File: config.mk
export PLATFORM = sky130hd
export DESIGN_NAME = hc_sr04_echo_emu
export DESIGN_NICKNAME = d
export VERILOG_FILES = /design/src/rtl/hc_sr04_pkg.sv /design/src/rtl/sync_2ff.sv /design/src/rtl/hc_sr04_echo_emu.sv
export SDC_FILE = /design/constraint.sdc
export NUM_CORES = 1
export LEC_CHECK = 0
export CORE_UTILIZATION = 40
export CTS_CLUSTER_DIAMETER = 50
export DETAILED_ROUTE_END_ITERATION = 8
export PLACE_DENSITY = 0.51
export SYNTH_ARGS = -nofsm -noshare
export SYNTH_HDL_FRONTEND = slang
export SYNTH_HIERARCHICAL = 1
export SYNTH_SLANG_ARGS = --single-unit
File: constraint.sdc
create_clock -name clk -period 3.1 [get_ports clk]
set_input_delay 0.465 -clock clk [delete_from_list [all_inputs] [get_ports clk]]
set_output_delay 0.465 -clock clk [all_outputs]
set_load 0.02 [all_outputs]
File: src/rtl/hc_sr04_pkg.sv
// Shared types and default timing for the HC-SR04 echo emulator (50 MHz clk).
package hc_sr04_pkg;

    typedef enum logic [1:0] {
        IDLE,
        TRIG_HI,
        BURST,
        ECHO
    } state_t;

    localparam int unsigned DEF_TRIG_MIN    = 500;
    localparam int unsigned DEF_TRIG_MAX    = 5000;
    localparam int unsigned DEF_BURST_CYC   = 10000;
    localparam int unsigned DEF_CYC_PER_CM  = 2979;
    localparam int unsigned DEF_MAX_CM      = 400;
    localparam int unsigned DEF_TIMEOUT_CYC = 1900000;

    localparam int unsigned ECHO_W = 21;
    localparam int unsigned CNT_W  = 14;

endpackage

File: src/rtl/sync_2ff.sv
// Generic 1-bit two-flop synchronizer with asynchronous active-low reset.
module sync_2ff (
    input  logic clk,
    input  logic rst_n,
    input  logic d,
    output logic q
);

    logic meta;

    always_ff @(posedge clk or negedge rst_n) begin
        if (!rst_n) begin
            meta <= 1'b0;
            q    <= 1'b0;
        end else begin
            meta <= d;
            q    <= meta;
        end
    end

endmodule

File: src/rtl/hc_sr04_echo_emu.sv
// HC-SR04 far-end emulator: validates a trigger pulse and answers with a distance-coded echo.
// Optional macro HC_SR04_EMU_JITTER_EN adds 0..15 cycles of LFSR jitter to the burst delay.
module hc_sr04_echo_emu
    import hc_sr04_pkg::*;
#(
    parameter int unsigned TRIG_MIN    = DEF_TRIG_MIN,
    parameter int unsigned TRIG_MAX    = DEF_TRIG_MAX,
    parameter int unsigned BURST_CYC   = DEF_BURST_CYC,
    parameter int unsigned CYC_PER_CM  = DEF_CYC_PER_CM,
    parameter int unsigned MAX_CM      = DEF_MAX_CM,
    parameter int unsigned TIMEOUT_CYC = DEF_TIMEOUT_CYC
) (
    input  logic       clk,
    input  logic       rst_n,
    input  logic       trig_in,
    input  logic [8:0] dist_cm,
    output logic       echo_out,
    output logic       busy,
    output logic       trig_err
);

    localparam logic [CNT_W-1:0]  TMIN    = CNT_W'(TRIG_MIN);
    localparam logic [CNT_W-1:0]  TMAX    = CNT_W'(TRIG_MAX);
    localparam logic [CNT_W-1:0]  TSAT    = CNT_W'(TRIG_MAX + 1);
    localparam logic [CNT_W-1:0]  TBURST  = CNT_W'(BURST_CYC);
    localparam logic [ECHO_W-1:0] CPC     = ECHO_W'(CYC_PER_CM);
    localparam logic [ECHO_W-1:0] TIMEOUT = ECHO_W'(TIMEOUT_CYC);
    localparam logic [8:0]        MAX_D   = 9'(MAX_CM);

    state_t state, state_next;

    logic trig_s, trig_d, trig_rise, trig_fall;
    logic [CNT_W-1:0]  width_cnt, hi_cycles, burst_cnt, burst_tgt, burst_tgt_calc;
    logic [ECHO_W-1:0] echo_cnt, echo_w, w_calc;
    logic width_ok, accept, reject, echo_d;

    sync_2ff u_trig_sync (
        .clk   (clk),
        .rst_n (rst_n),
        .d     (trig_in),
        .q     (trig_s)
    );

    always_ff @(posedge clk or negedge rst_n) begin
        if (!rst_n) trig_d <= 1'b0;
        else        trig_d <= trig_s;
    end

    assign trig_rise = trig_s & ~trig_d;
    assign trig_fall = ~trig_s & trig_d;

    // The rise cycle that launched TRIG_HI is not in width_cnt, so add it back here.
    assign hi_cycles = width_cnt + CNT_W'(1);
    assign width_ok  = (hi_cycles >= TMIN) && (hi_cycles <= TMAX);

    assign w_calc = (dist_cm != 9'd0 && dist_cm <= MAX_D) ? ECHO_W'(dist_cm) * CPC : TIMEOUT;

`ifdef HC_SR04_EMU_JITTER_EN
    logic [7:0] lfsr;

    always_ff @(posedge clk or negedge rst_n) begin
        if (!rst_n)      lfsr <= 8'hA5;
        else if (accept) lfsr <= {lfsr[6:0], lfsr[7] ^ lfsr[5] ^ lfsr[4] ^ lfsr[3]};
    end

    assign burst_tgt_calc = TBURST + CNT_W'(lfsr[3:0]);
`else
    assign burst_tgt_calc = TBURST;
`endif

    always_ff @(posedge clk or negedge rst_n) begin
        if (!rst_n) begin
            state    <= IDLE;
            echo_out <= 1'b0;
            trig_err <= 1'b0;
        end else begin
            state    <= state_next;
            echo_out <= echo_d;
            trig_err <= reject;
        end
    end

    always_comb begin
        state_next = state;
        unique case (state)
            IDLE:    if (trig_rise) state_next = TRIG_HI;
            TRIG_HI: if (trig_fall) state_next = width_ok ? BURST : IDLE;
            BURST:   if (burst_cnt == burst_tgt) state_next = ECHO;
            ECHO:    if (echo_cnt == echo_w) state_next = IDLE;
            default: state_next = IDLE;
        endcase
    end

    always_comb begin
        busy   = (state != IDLE);
        accept = (state == TRIG_HI) && trig_fall && width_ok;
        reject = (state == TRIG_HI) && trig_fall && !width_ok;
        echo_d = (state_next == ECHO);
    end

    always_ff @(posedge clk or negedge rst_n) begin
        if (!rst_n) begin
            width_cnt <= '0;
            burst_cnt <= '0;
            burst_tgt <= '0;
            echo_cnt  <= '0;
            echo_w    <= '0;
        end else begin
            unique case (state)
                IDLE: width_cnt <= '0;
                TRIG_HI: begin
                    if (width_cnt != TSAT) width_cnt <= width_cnt + CNT_W'(1);
                    if (accept) begin
                        echo_w    <= w_calc;
                        burst_tgt <= burst_tgt_calc;
                        burst_cnt <= '0;
                    end
                end
                BURST: begin
                    burst_cnt <= burst_cnt + CNT_W'(1);
                    echo_cnt  <= ECHO_W'(1);
                end
                ECHO:    echo_cnt <= echo_cnt + ECHO_W'(1);
                default: width_cnt <= '0;
            endcase
        end
    end

endmodule
==> qor.txt, run 1 <==
status - finished with violations
failing checks - negative setup slack
Syn Nets - 834
Latency at later pin - 0.34 ns
Port Buffers - 14
GRT overflow - 0
worst setup slack after layout - -0.640 ns
TritonRoute pass-1 iters - 4
largest net degree at the start of global routing - 79
Root Buffer - clkbuf_16
Top cell area share - 0.302
internal power - 3160 uW
CP max stage cell - fa_1
Top pwr grp - combinational cells
Avg Inst Size Synth - 8.90 um2
routing usage on met1 - 0.273
Power per Cell Area - 642 nW/um2
Biggest Area Class - multi-input combinational cells
FMAX - 267 MHz
Core Rows - 46
Synth Area in Compound Gates - 0.144
Post-synth regs - 78
Post-CTS Hold Buffers - 0
clock tree from TritonCTS - done
Non-clk invs - 95
Chip Area, Yosys - 6460 um2
relative slew slack - 0.344
Overall Power - 5220 uW
Nets - 922
Seq share, synth - 0.302
DRC viols - 0
largest stage delay on the critical path - 0.50 ns
die width - 129 um
ys flop type - dfrtp_1
clock sink count - 78
Final min period - 3.74 ns
clk slew on worst S/H paths - 0.07 ns
Top Metal Used - met4
FILL cells - 1494
LEAKAGE - 0.00364 uW
ys cells - 726
Worst-Margin Slew - 0.984 ns
diode count - 0
Multi-input gate area - 4410 um2
CTS resizes - 61
Crit path required time - 3.34 ns
crit-path leading delay family - adder cells
fin crit share - 1.21
cell with the most instances after synthesis - inv_1
worst-path cell chain - buf_2, inv_2, fa_1, inv_1, ha_1, inv_2, fa_1, inv_2, fa_1, ha_4, or3_4, o221ai_4, o211ai_1, nand3b_1, nand3_1, xor2_1, o22a_1
vias in the first global route - 5377
proportion of synthesized flip-flops having asynchronous set or reset - 1.00
tool warnings - 44
maximum level of the CTS H-tree - 3
WP buf/inv - 5
CP endpoint kind - flop
n_taps - 216
Area Overhead vs Synth - 25.9%
most used logic cell in the final layout - buf_4
placed cell count - 1011
setup total negative slack - -5.30 ns
post-route cell area - 8130 um2
logic share of the area - 0.542
Startpoint Class - input port
Non-clock buffer share - 0.101
Logic power comb - 2890 uW
switch share - 0.396
Flop pwr share - 0.235
synthesis warning total - 6
first-pass GRT wire length - 26500 um
pre-CTS WS - -1.45 ns
# setup viols final - 11
clk buf depth - 2
GRT busiest layer - met2
Top area cell types - dfrtp_1, ha_1, fa_1
Largest regs - echo_cnt (21), echo_w (21)
clock buf count - 11
maximum VDD drop - 0.539 mV
Post-Syn Instances - 726
Clock Network Area Fraction - 0.0389
initial DRC count - 270
DRT antenna net count - 0
via/cell ratio - 5.18
cell taking the most area after synthesis - dfrtp_1
core area - 15800 um2
Ports - 15
[run 1: path summary, 6_finish.rpt]
check | startpoint | to | slack, ns | depth (start not counted)
min in group clk | u_trig_sync/meta$_DFF_PN0_ | u_trig_sync/q$_DFF_PN0_ | 0.36 | 0
max reg2reg | width_cnt[0]$_DFFE_PN0P_ | echo_w[3]$_DFFE_PN0P_ | 0.09 | 10
max in group asynchronous | rst_n | echo_cnt[16]$_DFFE_PN0P_ | 2.18 | 1
min | rst_n | burst_cnt[6]$_DFFE_PN0P_ | 0.28 | 1
min reg2reg | u_trig_sync/meta$_DFF_PN0_ | u_trig_sync/q$_DFF_PN0_ | 0.36 | 0
max | dist_cm[1] | echo_w[18]$_DFFE_PN0P_ | -0.64 | 17
### Routed metal, one color a layer, run 1

Bar = 50 um. Only two layers are drawn.
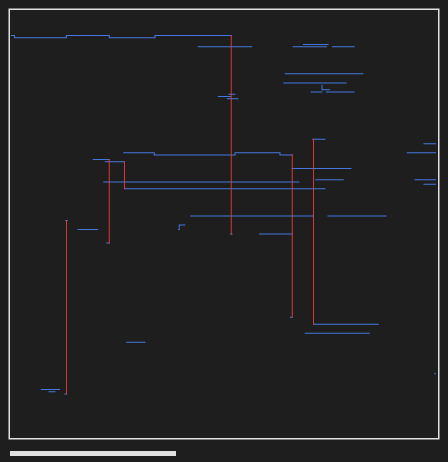
Blue stands for met3, wire length 536 um. Red stands for met4, wire length 250 um.
wire length per cell: 15.3 um
total track usage: 0.204
via count: 5357
final WL: 15800 um

### Register map, names as in the netlist, run 1

Bar = 50 um. Other sequential cells in the stronger gray, the rest of the logic in the fainter gray.
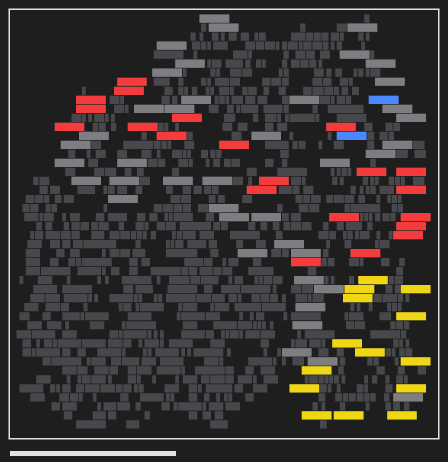
Blue stands for state, placed flops 2. Red stands for echo_cnt, placed flops 21. Yellow stands for burst_cnt, placed flops 14, where lower right.
Another 41 sequential cells are not colored.
power in sequential cells: 1230 uW
Flop area: 1950 um2
Final Util: 0.514
sequential share of cell area: 0.240

### Routing congestion, run 1

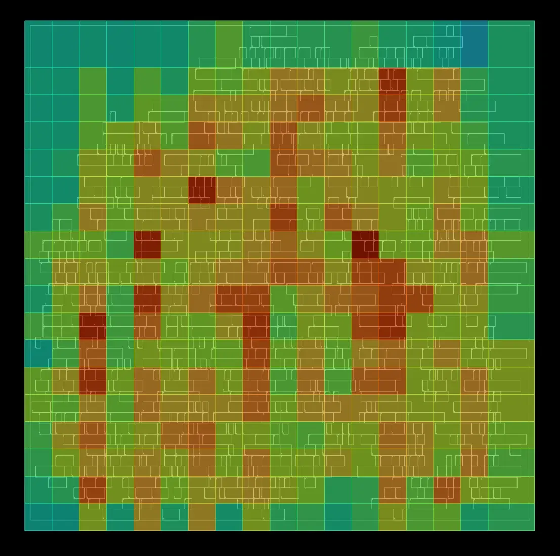
GR Util met2: 0.334
GRT met3 Usage: 0.0400

### Cells colored by class, run 1

Bar = 50 um.
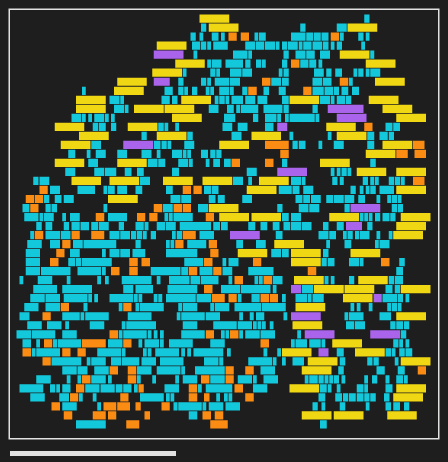
Cyan stands for all other logic, cells 623, share of their area 61%. Orange stands for other buffers and delay cells, cells 102, share of their area 10%. Yellow stands for flip-flops, cells 78, share of their area 25%. Purple stands for clock drivers and dummy loads, cells 16, share of their area 4.0%.

==> run 2: changes to the inputs <==
Settings changed: PLACE_DENSITY 0.51 to 0.67.
### Cells colored by class, run 2

Bar = 50 um.
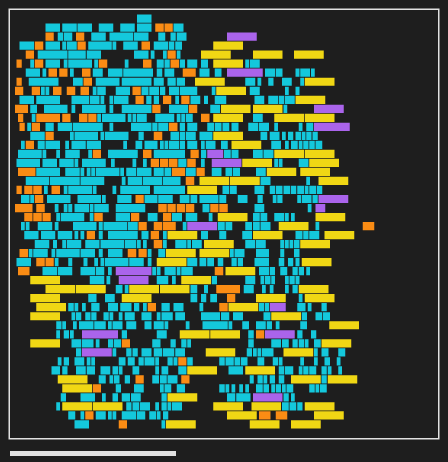
Final Util: 0.513
Core Rows: 46
post-route cell area: 8120 um2

### Routed metal, one color a layer, run 2

Bar = 50 um. Only two layers are drawn.
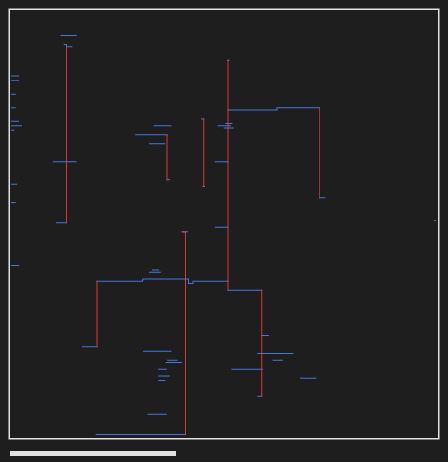
Blue stands for met3, wire length 251 um. Red stands for met4, wire length 297 um.

==> qor.txt, run 2 <==
GRT met3 Usage - 0.0215 (was 0.0400)
cell taking the most area after synthesis - dfrtp_1 (unchanged)
Post-Syn Instances - 726 (unchanged)
RSZ-0062 raised after global routing - yes (unchanged)
via count - 5306 (was 5357)
clk buf depth - 2 (unchanged)
vias in the first global route - 5128 (was 5377)
adder-cell share of the synthesized area - 0.216 (unchanged)
GR Util met2 - 0.306 (was 0.334)
Non-clock buffer share - 0.102 (was 0.101)
final WL - 14400 um (was 15800 um)
initial antenna violation count - 0 (was 1)
cell with the most instances after synthesis - inv_1 (unchanged)
relative slew slack - 0.351 (was 0.344)
Area Overhead vs Synth - 25.8% (was 25.9%)
clk slew on worst S/H paths - 0.06 ns (was 0.07 ns)
clock buf count - 11 (unchanged)
diode count - 0 (unchanged)
Simple Share, Synth - 0.168 (unchanged)
clock power share - 0.249 (was 0.213)
Final HPWL DP - 10800 um (was 12100 um)
synthesis warning total - 6 (unchanged)
pre-CTS WS - -1.41 ns (was -1.45 ns)
Worst-Margin Slew - 0.974 ns (was 0.984 ns)
worst setup path startpoint - dist_cm[0] (was dist_cm[1])
sequential share of cell area - 0.240 (about the same)
Post-CTS Setup Inserts - 6 (was 3)
Flop area - 1950 um2 (unchanged)
Logic power comb - 2810 uW (was 2890 uW)
initial DRC count - 232 (was 270)
switch share - 0.374 (was 0.396)
core area - 15800 um2 (unchanged)
wire length per cell - 13.9 um (was 15.3 um)
worst-path cell chain - buf_8, clkinvlp_4, fa_1, inv_2, ha_4, inv_2, fa_1, inv_2, fa_1, ha_4, or3_4, o221ai_4, o211ai_1, nand3b_1, nand3_1, xor2_1, o22a_1 (was buf_2, inv_2, fa_1, inv_1, ha_1, inv_2, fa_1, inv_2, fa_1, ha_4, or3_4, o221ai_4, o211ai_1, nand3b_1, nand3_1, xor2_1, o22a_1)
Nets - 923 (was 922)
largest net degree at the start of global routing - 79 (unchanged)
FMAX - 268 MHz (was 267 MHz)
routability cong. - 0.873 (was 0.856)
FILL cells - 1461 (was 1494)
proportion of synthesized flip-flops having asynchronous set or reset - 1.00 (unchanged)
Reg-to-Reg Start - width_cnt[1]$_DFFE_PN0P_ (was width_cnt[0]$_DFFE_PN0P_)
largest stage delay on the critical path - 0.54 ns (was 0.50 ns)
fin crit share - 1.20 (was 1.21)
Mapped Area - 6460 um2 (unchanged)
Power per Cell Area - 664 nW/um2 (was 642 nW/um2)
internal power - 3380 uW (was 3160 uW)
logic share of the area - 0.533 (was 0.542)
ys cells - 726 (unchanged)
most used logic cell in the final layout - buf_4 (unchanged)
Clock Network Area Fraction - 0.0470 (was 0.0389)
ys flop type - dfrtp_1 (unchanged)
maximum VDD drop - 0.303 mV (was 0.539 mV)
Overall Power - 5400 uW (was 5220 uW)
DRC viols - 0 (unchanged)
Ports - 15 (unchanged)
Avg Inst Size Synth - 8.90 um2 (unchanged)
Biggest Area Class - multi-input combinational cells (unchanged)
number of enable flip-flop cells - 0 (unchanged)
Top pwr grp - combinational cells (unchanged)
Top cell area share - 0.302 (unchanged)
TritonRoute pass-1 iters - 4 (unchanged)
Final min period - 3.73 ns (was 3.74 ns)
LEAKAGE - 0.00368 uW (was 0.00364 uW)
Syn Nets - 834 (unchanged)
GRT overflow - 0 (unchanged)
Non-clk invs - 95 (unchanged)
Synth Area in Compound Gates - 0.144 (unchanged)
clk pwr - 1340 uW (was 1110 uW)
Post-synth regs - 78 (unchanged)
max_cap viols - 0 (unchanged)
Port Buffers - 14 (unchanged)
WP buf/inv - 5 (unchanged)
Largest regs - echo_cnt (21), echo_w (21) (unchanged)
Multi-input gate area - 4330 um2 (was 4410 um2)
CP endpoint kind - flop (unchanged)
# setup viols final - 11 (unchanged)
non-filler cells, final - 1036 (was 1035)
via/cell ratio - 5.12 (was 5.18)
comb area leader - adder cells (unchanged)
Root Buffer - clkbuf_16 (unchanged)
Latency at later pin - 0.35 ns (was 0.34 ns)
yosys xor share - 0.0773 (unchanged)
failing checks - negative setup slack (unchanged)
Worst Hold Class - input port to asynchronous set/reset pin (unchanged)
CP max stage cell - fa_1 (unchanged)
die width - 129 um (unchanged)
Seq share, synth - 0.302 (unchanged)
total track usage - 0.183 (was 0.204)
combinational share of power - 0.521 (was 0.552)
Crit path required time - 3.33 ns (was 3.34 ns)
worst setup slack after layout - -0.626 ns (was -0.640 ns)
maximum level of the CTS H-tree - 3 (unchanged)
power in sequential cells - 1240 uW (was 1230 uW)
clock tree from TritonCTS - done (unchanged)
routing usage on met1 - 0.241 (was 0.273)
placed cell count - 1010 (was 1011)
setup total negative slack - -5.35 ns (was -5.30 ns)
crit-path leading delay family - adder cells (unchanged)
Top Metal Used - met4 (unchanged)
Cell Type Count - 66 (unchanged)
DRT antenna net count - 0 (unchanged)
tool warnings - 44 (unchanged)
first-pass GRT wire length - 24000 um (was 26500 um)
clock sink count - 78 (unchanged)
n_taps - 216 (unchanged)
Min Hold Slack - 0.260 ns (was 0.277 ns)
status - finished with violations (unchanged)
CTS resizes - 49 (was 61)
Top area cell types - dfrtp_1, ha_1, fa_1 (unchanged)
Startpoint Class - input port (unchanged)
Flop pwr share - 0.230 (was 0.235)
CP arrival - 3.96 ns (was 3.98 ns)
Max FO, Critical Path - 2 (was 3)
GRT busiest layer - met2 (unchanged)
Chip Area, Yosys - 6460 um2 (unchanged)
Post-CTS Hold Buffers - 0 (unchanged)
-- run 2: cell count changes in the layout (fill, tap and decap cells not counted), sizes merged --
| cell | delta |
|---|---|
| bufinv | +3 |
| buf | -2 |
| inv | -2 |
| clkbuf | +3 |
| clkinvlp | -1 |
-- run 2: worst paths after layout --
check	cells after the start	slack, ns	to
setup / recovery	17	-0.63	echo_w[18]$_DFFE_PN0P_
hold / removal	1	0.26	width_cnt[5]$_DFFE_PN0P_
setup reg to reg	10	0.26	echo_w[19]$_DFFE_PN0P_
hold reg to reg	0	0.35	u_trig_sync/q$_DFF_PN0_
max in group asynchronous	1	2.20	echo_cnt[16]$_DFFE_PN0P_
min in group clk	0	0.35	u_trig_sync/q$_DFF_PN0_
No activity file was given, so power comes from the tool's default toggle rates.
